drive_strength.png
The bar under the picture is 50 um long.
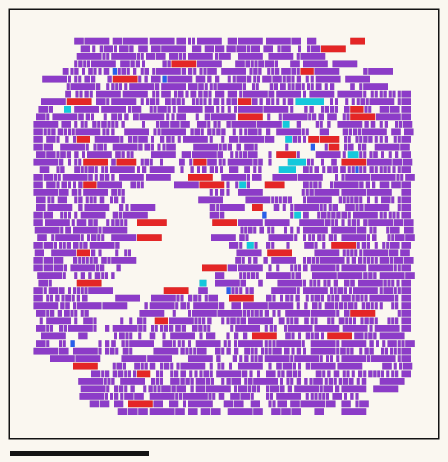
clock_map.png
The bar under the picture is 50 um long.
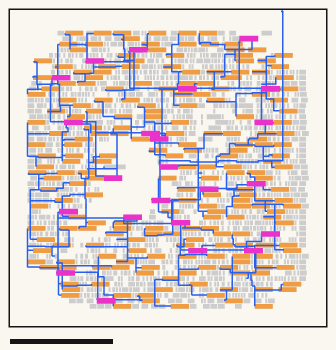
registers.png
The bar under the picture is 50 um long.
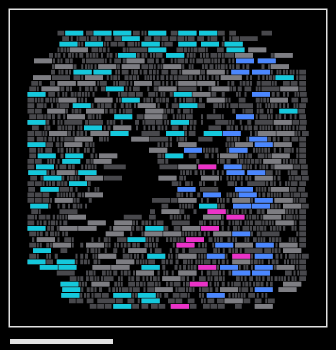
Design pipe_stage_reg_flat, sky130hd; sources not shown.
==> results_slide.txt <==
Synthesis and Place & Route Summary

Synth
  • Simple share: 32.8%
  • Seq share, synth: 51.1%
  • Syn Nets: 1488
  • Largest logic family: simple AND/OR/NAND/NOR gates
  • Synth flops: 214
  • Main flop type: dfrtp_1
  • Yosys Instances: 1376

Floorplanning
  • Tap cells: 234
  • Die Area: 0.0237 sq mm
  • Core outline area: 0.0187 sq mm
  • Horiz. Die Dim: 154 um
  • Die H: 154 um

Finish
  • Top cell class by occupied area: sequential cells
  • Fill cell count: 1414
  • Top cell excl fill/tap: nand2_1
  • Clk_buf instances: 34
  • Combinational fraction of the cell area: 30.0%
  • Non-clk bufs: 232
  • Final #Nets: 1636
  • Comb gates: 902

Global routing
  • Vias in the first global route: 9504
  • Total grt overflow: 0
  • First-pass GRT wire length: 48500 um
  • Initial antenna violation count: 3

Worst setup path
  • R2r setup slk: 1170 ps
  • WS Path Type: input pin to flop
  • CP Data Required Time: 5080 ps
  • Crit path DAT: 4310 ps

STA
  • Max-slew violation count: 236
  • Post-Route Setup TNS: 0 ps
  • Hold slack: 147 ps
  • # setup viols final: 0
  • Final min period: 4090 ps
  • Max_slew headroom: -57.0%
  • Worst-margin pin slew: 2360 ps

Power and ir drop
  • Sw frac: 32.5%
  • NetSw: 1710 uW
  • Sequential Power Share: 42.7%

Clock tree
  • CTS buffer count: 23

Place
  • Setup WS pre-CTS: 981 ps
  • Dpl hpwl: 17900 um

Detailed routing
  • Pre-antenna DRT Iters: 5
  • Initial drt markers: 892
  • DRC violations left: 0

Run status
  • Failing checks: capacitance limit, slew limit
  • Status: complete, but fails checks

Run
  • Max Cap Viol: 3
About drive_strength.png:
| size | colour | cells | share |
|---|---|---|---|
| drive 6 and up | red | 41 | 2.7% |
| drive 3 to 4 | cyan | 11 | 0.72% |
| drive 1 or less | purple | 1479 | 96% |
| drive 2 | blue | 7 | 0.46% |
PnR worst setup slack: 769 ps
Syn-to-layout area delta: 26.9%

About clock_map.png:
[clock wires] blue | length: 2690 um
[flip-flops] orange | count: 214
[cells driving clock nets] magenta | count: 23
flops lie: spread over the die
routed clock nets: 24
Insertion Delay late pin: 500 ps
clock-net power: 1750 uW
clock power share: 33.2%

About registers.png:
| signal | colour | sequential cells |
|---|---|---|
| `u_core.g_skid.u_skid.instr_o` | blue | 32 |
| `u_core.u_head.data_o` | cyan | 64 |
| `u_core.u_head.ctrl_o` | magenta | 10 |
not coloured: 108
Util after Layout: 71.1%
flip-flop and latch area: 0.00536 sq mm
P_seq: 2250 uW

-- metal layers --
layer | up-vias | track usage (%) | wire (um)
met5 | - | 0 | 0
met4 | 0 | 12.0 | 1260
met3 | 76 | 5.04 | 2350
met2 | 444 | 39.8 | 14100
met1 | 4617 | 30.5 | 11900
li1 | 4633 | - | -
-- power groups by stage --
stage | logic [uW] | clock network, uW | registers (uW)
after floorplan | 383 | 0 | 2640
after global placement | 1240 | 0 | 2270
after detailed placement | 1270 | 0 | 2270
after CTS | 1280 | 1770 | 2250
after global routing | 1360 | 1840 | 2290
final | 1270 | 1750 | 2250
-- worst max-delay path, stage by stage --
cell and delay (ps):
dlygate4sd3_1 620, inv_1 130, nand2_1 170, o21bai_4 170
clkbuf_2 1700, nand3_1 310, nand2_1 180
No activity file was given, so power comes from the tool's default toggle rates.
